===== config.mk =====
export PLATFORM = sky130hd
export DESIGN_NAME = mc_control
export DESIGN_NICKNAME = d
export VERILOG_FILES = /design/src/rtl/mc_pkg.sv /design/src/rtl/mc_alu_decode.sv /design/src/rtl/mc_control.sv
export SDC_FILE = /design/constraint.sdc
export NUM_CORES = 1
export LEC_CHECK = 0
export ABC_AREA = 1
export CAP_MARGIN = 20
export CORE_AREA = 4 4 55 76
export CTS_CLUSTER_DIAMETER = 150
export DETAILED_ROUTE_END_ITERATION = 16
export DIE_AREA = 0 0 59 80
export GPL_TIMING_DRIVEN = 0
export HOLD_SLACK_MARGIN = 0.02
export SYNTH_ARGS = -nofsm -noshare
export SYNTH_HDL_FRONTEND = slang
export SYNTH_HIERARCHICAL = 1
export SYNTH_SLANG_ARGS = --single-unit

===== constraint.sdc =====
create_clock -name clk -period 1.87 [get_ports clk]
set_input_delay 0.561 -clock clk [delete_from_list [all_inputs] [get_ports clk]]
set_output_delay 0.561 -clock clk [all_outputs]
set_load 0.005 [all_outputs]

===== src/rtl/mc_pkg.sv =====
// Shared encodings for the multi-cycle MIPS control unit: states, ALU codes,
// opcode/func values and datapath mux select codes.
package mc_pkg;

  typedef enum logic [3:0] {
    StFetch   = 4'd0,
    StDecode  = 4'd1,
    StExecR   = 4'd2,
    StWbR     = 4'd3,
    StExecI   = 4'd4,
    StWbI     = 4'd5,
    StMemAddr = 4'd6,
    StMemRd   = 4'd7,
    StMemWb   = 4'd8,
    StMemWr   = 4'd9,
    StBranch  = 4'd10,
    StJump    = 4'd11,
    StJal     = 4'd12,
    StJr      = 4'd13,
    StTrap    = 4'd14,
    StReset   = 4'd15
  } state_e;

  localparam logic [3:0] AluAdd = 4'b0000;
  localparam logic [3:0] AluSub = 4'b0001;
  localparam logic [3:0] AluAnd = 4'b0010;
  localparam logic [3:0] AluOr  = 4'b0011;
  localparam logic [3:0] AluXor = 4'b0100;
  localparam logic [3:0] AluSll = 4'b0101;
  localparam logic [3:0] AluSrl = 4'b0110;
  localparam logic [3:0] AluSra = 4'b0111;
  localparam logic [3:0] AluLui = 4'b1000;

  localparam logic [5:0] OpRtype = 6'b000000;
  localparam logic [5:0] OpJ     = 6'b000010;
  localparam logic [5:0] OpJal   = 6'b000011;
  localparam logic [5:0] OpBeq   = 6'b000100;
  localparam logic [5:0] OpBne   = 6'b000101;
  localparam logic [5:0] OpAddi  = 6'b001000;
  localparam logic [5:0] OpAndi  = 6'b001100;
  localparam logic [5:0] OpOri   = 6'b001101;
  localparam logic [5:0] OpXori  = 6'b001110;
  localparam logic [5:0] OpLui   = 6'b001111;
  localparam logic [5:0] OpLw    = 6'b100011;
  localparam logic [5:0] OpSw    = 6'b101011;

  localparam logic [5:0] FnSll = 6'b000000;
  localparam logic [5:0] FnSrl = 6'b000010;
  localparam logic [5:0] FnSra = 6'b000011;
  localparam logic [5:0] FnJr  = 6'b001000;
  localparam logic [5:0] FnAdd = 6'b100000;
  localparam logic [5:0] FnSub = 6'b100010;
  localparam logic [5:0] FnAnd = 6'b100100;
  localparam logic [5:0] FnOr  = 6'b100101;
  localparam logic [5:0] FnXor = 6'b100110;

  localparam logic [1:0] RegDstRt = 2'd0;
  localparam logic [1:0] RegDstRd = 2'd1;
  localparam logic [1:0] RegDst31 = 2'd2;

  localparam logic [1:0] MemtoRegAlu = 2'd0;
  localparam logic [1:0] MemtoRegMdr = 2'd1;
  localparam logic [1:0] MemtoRegPc  = 2'd2;

  localparam logic [1:0] SrcAPc    = 2'd0;
  localparam logic [1:0] SrcARs    = 2'd1;
  localparam logic [1:0] SrcAShamt = 2'd2;

  localparam logic [1:0] SrcBRt    = 2'd0;
  localparam logic [1:0] SrcBFour  = 2'd1;
  localparam logic [1:0] SrcBImm   = 2'd2;
  localparam logic [1:0] SrcBImmSh = 2'd3;

  localparam logic [1:0] PcSrcAlu    = 2'd0;
  localparam logic [1:0] PcSrcAluOut = 2'd1;
  localparam logic [1:0] PcSrcJump   = 2'd2;
  localparam logic [1:0] PcSrcRs     = 2'd3;

endpackage


===== src/rtl/mc_alu_decode.sv =====
// Combinational (op, func) decode: ALU operation, immediate extension,
// shift flag and instruction legality.
module mc_alu_decode
  import mc_pkg::*;
(
  input  logic [5:0] i_op,
  input  logic [5:0] i_func,
  output logic [3:0] o_alu_ctr,
  output logic       o_ext_op,
  output logic       o_is_shift,
  output logic       o_legal
);

  always_comb begin
    o_alu_ctr  = AluAdd;
    o_ext_op   = 1'b0;
    o_is_shift = 1'b0;
    o_legal    = 1'b1;
    case (i_op)
      OpRtype: begin
        case (i_func)
          FnAdd: o_alu_ctr = AluAdd;
          FnSub: o_alu_ctr = AluSub;
          FnAnd: o_alu_ctr = AluAnd;
          FnOr:  o_alu_ctr = AluOr;
          FnXor: o_alu_ctr = AluXor;
          FnSll: begin o_alu_ctr = AluSll; o_is_shift = 1'b1; end
          FnSrl: begin o_alu_ctr = AluSrl; o_is_shift = 1'b1; end
          FnSra: begin o_alu_ctr = AluSra; o_is_shift = 1'b1; end
          FnJr:  o_alu_ctr = AluAdd;
          default: o_legal = 1'b0;
        endcase
      end
      OpAddi: begin o_alu_ctr = AluAdd; o_ext_op = 1'b1; end
      OpAndi: o_alu_ctr = AluAnd;
      OpOri:  o_alu_ctr = AluOr;
      OpXori: o_alu_ctr = AluXor;
      OpLui:  o_alu_ctr = AluLui;
      OpLw, OpSw: o_ext_op = 1'b1;
      OpBeq, OpBne: begin o_alu_ctr = AluSub; o_ext_op = 1'b1; end
      OpJ, OpJal: o_alu_ctr = AluAdd;
      default: o_legal = 1'b0;
    endcase
  end

endmodule


===== src/rtl/mc_control.sv =====
// Multi-cycle MIPS control FSM: sequences the shared memory port, ALU and
// PC/IR/ALUOut registers, driving every datapath select and write strobe.
module mc_control
  import mc_pkg::*;
(
  input  logic       clk,
  input  logic       rst_n,
  input  logic [5:0] op,
  input  logic [5:0] func,
  input  logic       zero,
  input  logic       mem_ready,
  output logic       PCWr,
  output logic       IorD,
  output logic       MemRd,
  output logic       MemWr,
  output logic       IRWr,
  output logic       RegWr,
  output logic [1:0] RegDst,
  output logic [1:0] MemtoReg,
  output logic [1:0] ALUSrcA,
  output logic [1:0] ALUSrcB,
  output logic [3:0] ALUctr,
  output logic [1:0] PCSrc,
  output logic       Extop,
  output logic       illegal,
  output logic [3:0] state
);

  state_e     r_state;
  state_e     w_state_next;
  logic       r_illegal;
  logic [3:0] w_alu_ctr;
  logic       w_ext_op;
  logic       w_is_shift;
  logic       w_legal;

  mc_alu_decode u_alu_decode (
    .i_op       (op),
    .i_func     (func),
    .o_alu_ctr  (w_alu_ctr),
    .o_ext_op   (w_ext_op),
    .o_is_shift (w_is_shift),
    .o_legal    (w_legal)
  );

  // Async reset drops every strobe at once, cancelling in-flight writes.
  always_ff @(posedge clk or negedge rst_n) begin
    if (!rst_n) begin
      r_state   <= StReset;
      r_illegal <= 1'b0;
    end else begin
      r_state   <= w_state_next;
      r_illegal <= r_illegal | (w_state_next == StTrap);
    end
  end

  assign state   = r_state;
  assign illegal = r_illegal;

  always_comb begin
    w_state_next = r_state;
    PCWr     = 1'b0;
    IorD     = 1'b0;
    MemRd    = 1'b0;
    MemWr    = 1'b0;
    IRWr     = 1'b0;
    RegWr    = 1'b0;
    RegDst   = RegDstRt;
    MemtoReg = MemtoRegAlu;
    ALUSrcA  = SrcAPc;
    ALUSrcB  = SrcBRt;
    ALUctr   = AluAdd;
    PCSrc    = PcSrcAlu;
    Extop    = 1'b0;
    unique case (r_state)
      StReset: w_state_next = StFetch;
      StFetch: begin
        MemRd = 1'b1;
        if (mem_ready) begin
          IRWr         = 1'b1;
          PCWr         = 1'b1;
          ALUSrcB      = SrcBFour;
          w_state_next = StDecode;
        end
      end
      StDecode: begin
        ALUSrcB = SrcBImmSh;
        Extop   = 1'b1;
        case (op)
          OpRtype: begin
            if (!w_legal)           w_state_next = StTrap;
            else if (func == FnJr)  w_state_next = StJr;
            else                    w_state_next = StExecR;
          end
          OpAddi, OpAndi, OpOri, OpXori, OpLui: w_state_next = StExecI;
          OpLw, OpSw:   w_state_next = StMemAddr;
          OpBeq, OpBne: w_state_next = StBranch;
          OpJ:          w_state_next = StJump;
          OpJal:        w_state_next = StJal;
          default:      w_state_next = StTrap;
        endcase
      end
      StExecR: begin
        ALUSrcA      = w_is_shift ? SrcAShamt : SrcARs;
        ALUctr       = w_alu_ctr;
        w_state_next = StWbR;
      end
      StWbR: begin
        RegWr        = 1'b1;
        RegDst       = RegDstRd;
        w_state_next = StFetch;
      end
      StExecI: begin
        ALUSrcA      = SrcARs;
        ALUSrcB      = SrcBImm;
        ALUctr       = w_alu_ctr;
        Extop        = w_ext_op;
        w_state_next = StWbI;
      end
      StWbI: begin
        RegWr        = 1'b1;
        w_state_next = StFetch;
      end
      StMemAddr: begin
        ALUSrcA      = SrcARs;
        ALUSrcB      = SrcBImm;
        Extop        = 1'b1;
        w_state_next = (op == OpLw) ? StMemRd : StMemWr;
      end
      StMemRd: begin
        IorD  = 1'b1;
        MemRd = 1'b1;
        if (mem_ready) w_state_next = StMemWb;
      end
      StMemWb: begin
        RegWr        = 1'b1;
        MemtoReg     = MemtoRegMdr;
        w_state_next = StFetch;
      end
      StMemWr: begin
        IorD  = 1'b1;
        MemWr = 1'b1;
        if (mem_ready) w_state_next = StFetch;
      end
      StBranch: begin
        ALUSrcA      = SrcARs;
        ALUctr       = AluSub;
        PCSrc        = PcSrcAluOut;
        PCWr         = (op == OpBeq) ? zero : ~zero;
        w_state_next = StFetch;
      end
      StJump: begin
        PCWr         = 1'b1;
        PCSrc        = PcSrcJump;
        w_state_next = StFetch;
      end
      StJal: begin
        PCWr         = 1'b1;
        PCSrc        = PcSrcJump;
        RegWr        = 1'b1;
        RegDst       = RegDst31;
        MemtoReg     = MemtoRegPc;
        w_state_next = StFetch;
      end
      StJr: begin
        PCWr         = 1'b1;
        PCSrc        = PcSrcRs;
        w_state_next = StFetch;
      end
      StTrap: w_state_next = StTrap;
    endcase
  end

endmodule


run_1/placement_by_type.png
Scale bar: 20 µm. Fill, decap, tap and diode cells in grey.
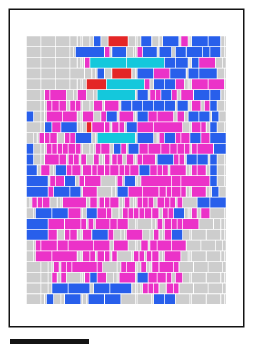
legend:
  combinational and other logic:
    colour: magenta
    cells: 213
    share_of_their_area: 57%
  clock drivers and dummy loads:
    colour: red
    cells: 4
    share_of_their_area: 2.0%
  remaining buffers and delay cells:
    colour: blue
    cells: 93
    share_of_their_area: 36%
  sequential cells:
    colour: cyan
    cells: 5
    share_of_their_area: 5.7%

run_1/logic_types.png
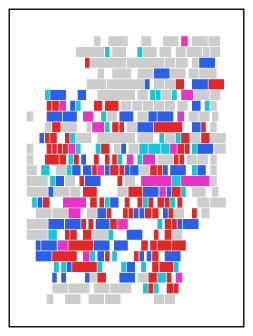
legend:
  inv cells:
    colour: cyan
    cells: 46
  aoi and oai cells:
    colour: magenta
    cells: 20
  nor cells:
    colour: blue
    cells: 59
  nand cells:
    colour: red
    cells: 86

run_1/sizes.png
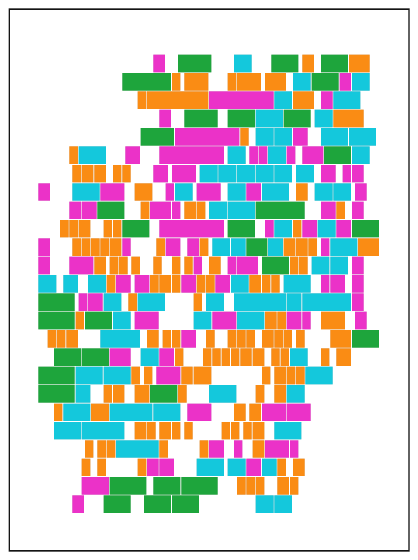
legend:
  _3 and _4 cells:
    colour: cyan
    cells: 72
    share: 23%
    most_used: buf_4
  _0 and _1 cells:
    colour: orange
    cells: 135
    share: 43%
    most_used: nand2_1
  _6 and larger:
    colour: green
    cells: 32
    share: 10%
    most_used: buf_6
  _2 cells:
    colour: magenta
    cells: 76
    share: 24%

run_1/clocks.png
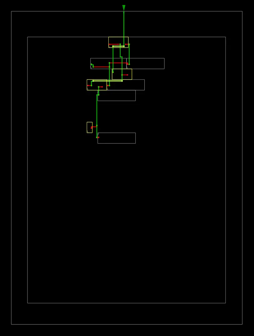
Num CTS Buffers: 3
CTS sink count: 5
Clk power: 197 µW

==> qor.txt, run 1 <==
unrepaired setup endpoints after global routing: true
gate family responsible for the most delay along the worst path: flip-flops
worst path setup slack after routing: -298 ps
Area after DPL: 1580 µm²
mean instance size in the synthesized netlist: 5.11 µm²
source of the worst hold timing path: illegal$_DFF_PN0_
post-CTS resize count: 238
layout cell share with drive strength beyond 1: 57.1%
biggest cell category by area in the final layout: logic gates
launch point of the worst reg-to-reg path: state[3]$_DFF_PN1_
required arrival time at the worst endpoint: 1310 ps
M1 GR Usage: 19.5%
hold_buf cts: 0
Post-CTS Setup Repair Bufs: 51
Layout Utilization: 67.3%
number of signal-net buffers in the layout: 93
vias in the first global route: 1661
Placement Setup Slack: -1360 ps
maximum number of pins on one net before global-route repair: 10
fraction of the mapped netlist area in simple logic gates: 60.2%
clock tree from TritonCTS: yes
proportion of power drawn by the clock network: 9.5%
yosys cell count: 219
CTS clock-pin slew for the worst setup and hold paths: 40 ps
register area share after synthesis: 11.6%
peak ir drop on the vdd network: 0.000632 V
Hold Violations, Final: 0
Final Setup Violations: 22
sequential standard cell area: 130 µm²
floorplan die area: 4720 µm²
Gate power share: 80.1%
launching element type of the critical path: flip-flop
largest power group: combinational logic
Comb area share: 47.2%
Critical path destination: ALUctr[3]
share of total power in sequential cells: 10.5%
routed wire length per instance: 13.4 µm
internal portion of total power: 1160 µW
first-pass iteration count of the detailed router: 4
instance count after placement with tap cells included: 300
total combinational power: 1670 µW
R2R cell count: 12
Overall Global Routing Usage: 19.1%
Critical Path Fanout Max: 4
combinational family with the most area after synthesis: simple AND/OR/NAND/NOR gates
run status: finished with violations
wire length on met3: 211 µm
area growth from synthesis to layout: 107%
worst hold-check slack: 464 ps
Worst Hold Endpoint: illegal$_DFF_PN0_
area fraction in compound gates: 12.1%
net switching power: 927 µW
Cell Type Count: 24
slowest library cell on the worst path: dfstp_2
clock-cell share of area: 1.94%
violations in the final reports: negative setup slack
Top cells excl fill/tap: 43 x nand2_1, 39 x buf_4, 23 x inv_1
final setup skew: 1.35 ps
critical path's most frequent cell: nor2_2
power per unit of standard cell area: 899 nW/µm²
flop share of the area: 5.62%
Crit Path Category: flip-flop to primary output
slack of the worst reg-to-reg path: 10 ps
Met1 Routed Length: 1690 µm
Max-Slew Margin vs Limit: 81.3%
number of fill cells in the layout: 291
first-pass GRT wire length: 7220 µm
netlist area before placement: 1120 µm²
GR Util met3: 2.43%
max reg flops: 4
number of core rows: 25
Static Leak: 0.00119 µW
Overflow after GRT: 0
number of nets in the final layout: 332
drt initial violations: 69
# Taps: 40
## run 1: synth_stat cells
cell	number	area share, %
nand2_1	54	18
nand2_2	1	0.56
a21oi_1	4	1.8
inv_1	42	14
o21ai_0	9	4.0
o21ai_1	2	0.89
nor2_1	40	13
nor2_2	10	5.6
nor2_4	4	4.0
nor3_2	1	0.89
a311o_1	1	0.89
nand4_1	1	0.56
inv_2	4	1.3
o22ai_1	1	0.56
o211ai_1	2	1.3
dfrtp_1	1	2.2
nor3_1	4	1.8
nand3_2	3	2.7
or2_0	1	0.56
o21bai_1	1	0.67
buf_4	1	0.67
dfstp_2	4	9.4
o31ai_4	1	1.9
nand3_1	27	12
## run 1: worst min-delay path, stage by stage, from the launching register on
cell and delay [ps]:
dfrtp_1 330, inv_1 40, nand2_1 50
run_1/layer_met2.png
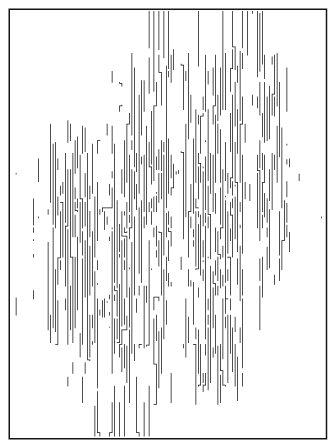

## Run 2: what changed since run 1
--- a/config.mk
+++ b/config.mk
@@ -7,12 +7,15 @@
 export LEC_CHECK = 0
 export ABC_AREA = 1
 export CAP_MARGIN = 20
-export CORE_AREA = 4 4 55 76
+export CORE_AREA = 4 4 53 74
 export CTS_CLUSTER_DIAMETER = 150
+export CTS_CLUSTER_SIZE = 12
 export DETAILED_ROUTE_END_ITERATION = 16
-export DIE_AREA = 0 0 59 80
+export DIE_AREA = 0 0 57 78
 export GPL_TIMING_DRIVEN = 0
 export HOLD_SLACK_MARGIN = 0.02
+export PLACE_DENSITY = 0.67
+export SLEW_MARGIN = 10
 export SYNTH_ARGS = -nofsm -noshare
 export SYNTH_HDL_FRONTEND = slang
 export SYNTH_HIERARCHICAL = 1
run_2/layer_met2.png
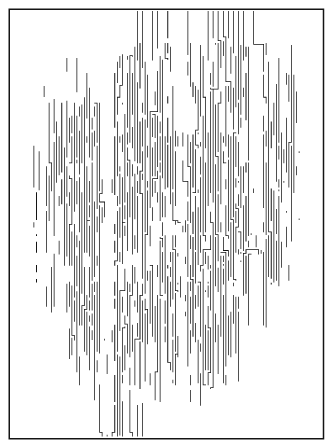
share of all routed wire: 55%
longest straight run: 30.9 µm

run_2/logic_types.png
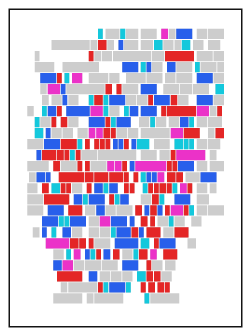
legend:
  nand cells:
    colour: red
    cells: 86
  inv cells:
    colour: cyan
    cells: 46
  nor cells:
    colour: blue
    cells: 59
  aoi and oai cells:
    colour: magenta
    cells: 20

==> qor.txt, run 2 <==
drt initial violations: 103 (was 69)
cell type with the largest total area: nand2_1 (unchanged)
number of flops mapped to enable cells by yosys: 0 (unchanged)
worst path setup slack after routing: -308 ps (was -298 ps)
Post-synth top cells: 54 x nand2_1, 42 x inv_1, 40 x nor2_1 (unchanged)
launching element type of the critical path: flip-flop (unchanged)
layout cell share with drive strength beyond 1: 58.9% (was 57.1%)
CTS sink count: 5 (unchanged)
first-pass iteration count of the detailed router: 4 (unchanged)
cell with the most instances after synthesis: nand2_1 (unchanged)
Top cells excl fill/tap: 53 x buf_4, 45 x nand2_1, 24 x inv_1 (was 43 x nand2_1, 39 x buf_4, 23 x inv_1)
vias in the first global route: 1938 (was 1661)
fraction of registers with async set/reset: 100% (unchanged)
Max-Slew Margin vs Limit: 76.5% (was 81.3%)
maximum number of pins on one net before global-route repair: 9 (was 10)
number of slew-limit violations in the final report: 0 (unchanged)
instance count after placement with tap cells included: 300 (unchanged)
post-CTS resize count: 263 (was 238)
final setup skew: 8.71 ps (was 1.35 ps)
unrepaired setup endpoints after global routing: true (unchanged)
launch point of the worst reg-to-reg path: state[3]$_DFF_PN1_ (unchanged)
worst hold-check slack: 509 ps (was 464 ps)
violations in the final reports: negative setup slack (unchanged)
fraction of the mapped netlist area in simple logic gates: 60.2% (unchanged)
run status: finished with violations (unchanged)
R2R cell count: 13 (was 12)
mean instance size in the synthesized netlist: 5.11 µm² (unchanged)
Post-CTS Setup Repair Bufs: 61 (was 51)
peak ir drop on the vdd network: 0.000885 V (was 0.000632 V)
OpenROAD warnings: 28 (unchanged)
Largest cells by area: nand2_1 18%, inv_1 14%, nor2_1 13% (unchanged)
setup tns final: -4190 ps (was -3600 ps)
number of synthesized register bits: 5 (unchanged)
register area share after synthesis: 11.6% (unchanged)
Static Leak: 0.00130 µW (was 0.00119 µW)
Cell Type Count: 24 (unchanged)
Overflow after GRT: 0 (unchanged)
Critical Path Fanout Max: 3 (was 4)
routed wire length per instance: 15.3 µm (was 13.4 µm)
Crit Path Category: flip-flop to primary output (unchanged)
hold_buf cts: 0 (unchanged)
GR Util met3: 4.16% (was 2.43%)
Placement Setup Slack: -1330 ps (was -1360 ps)
predominant post-synthesis flop cell: dfstp_2 (unchanged)
first-pass GRT wire length: 8320 µm (was 7220 µm)
clock tree from TritonCTS: yes (unchanged)
netlist area before placement: 1120 µm² (unchanged)
number of core rows: 25 (unchanged)
required arrival time at the worst endpoint: 1310 ps (about the same)
max reg flops: 4 (unchanged)
Critical path destination: PCWr (was ALUctr[3])
Final Setup Violations: 22 (unchanged)
area fraction in compound gates: 12.1% (unchanged)
number of fill cells in the layout: 215 (was 291)
Overall Global Routing Usage: 23.0% (was 19.1%)
number of nets in the final layout: 350 (was 332)
Num CTS Buffers: 3 (unchanged)
combinational family with the most area after synthesis: simple AND/OR/NAND/NOR gates (unchanged)
area growth from synthesis to layout: 126% (was 107%)
Met1 Routed Length: 1980 µm (was 1690 µm)
CTS clock-pin slew for the worst setup and hold paths: 40 ps (about the same)
slack of the worst reg-to-reg path: -180 ps (was 10 ps)
Area after DPL: 1580 µm² (unchanged)
floorplan die area: 4450 µm² (was 4720 µm²)
## run 2: cell counts after synthesis
No cell type changed its count.
## run 2: power by group
group / internal (µW) / switching (µW) / leakage (µW) / total [µW]
Combinational: 876 / 897 / 0.00123 / 1770
Sequential: 166 / 50.9 / 0.0000505 / 217
Clock: 147 / 62.7 / 0.0000228 / 210
## run 2: layout make-up
class                      count  area (µm²)  area share (%)
clock buffer                   4        45.0            1.78
sequential                     5         130            5.14
multi-input combinational    167        1140            45.1
timing repair buffer         110         958            37.9
inverter                      46         198            7.81
buffer                         1        7.51           0.297
tap                           40        50.0            1.98
## run 2: worst max-delay path: stages (launching register included)
cell     delay [ps]
dfstp_2         570
buf_4           170
nor2_4           50
inv_4            80
nor2_4           50
a311o_1         340
buf_2           130
Power figures rest on the tool's default switching activity, not on a simulated workload.
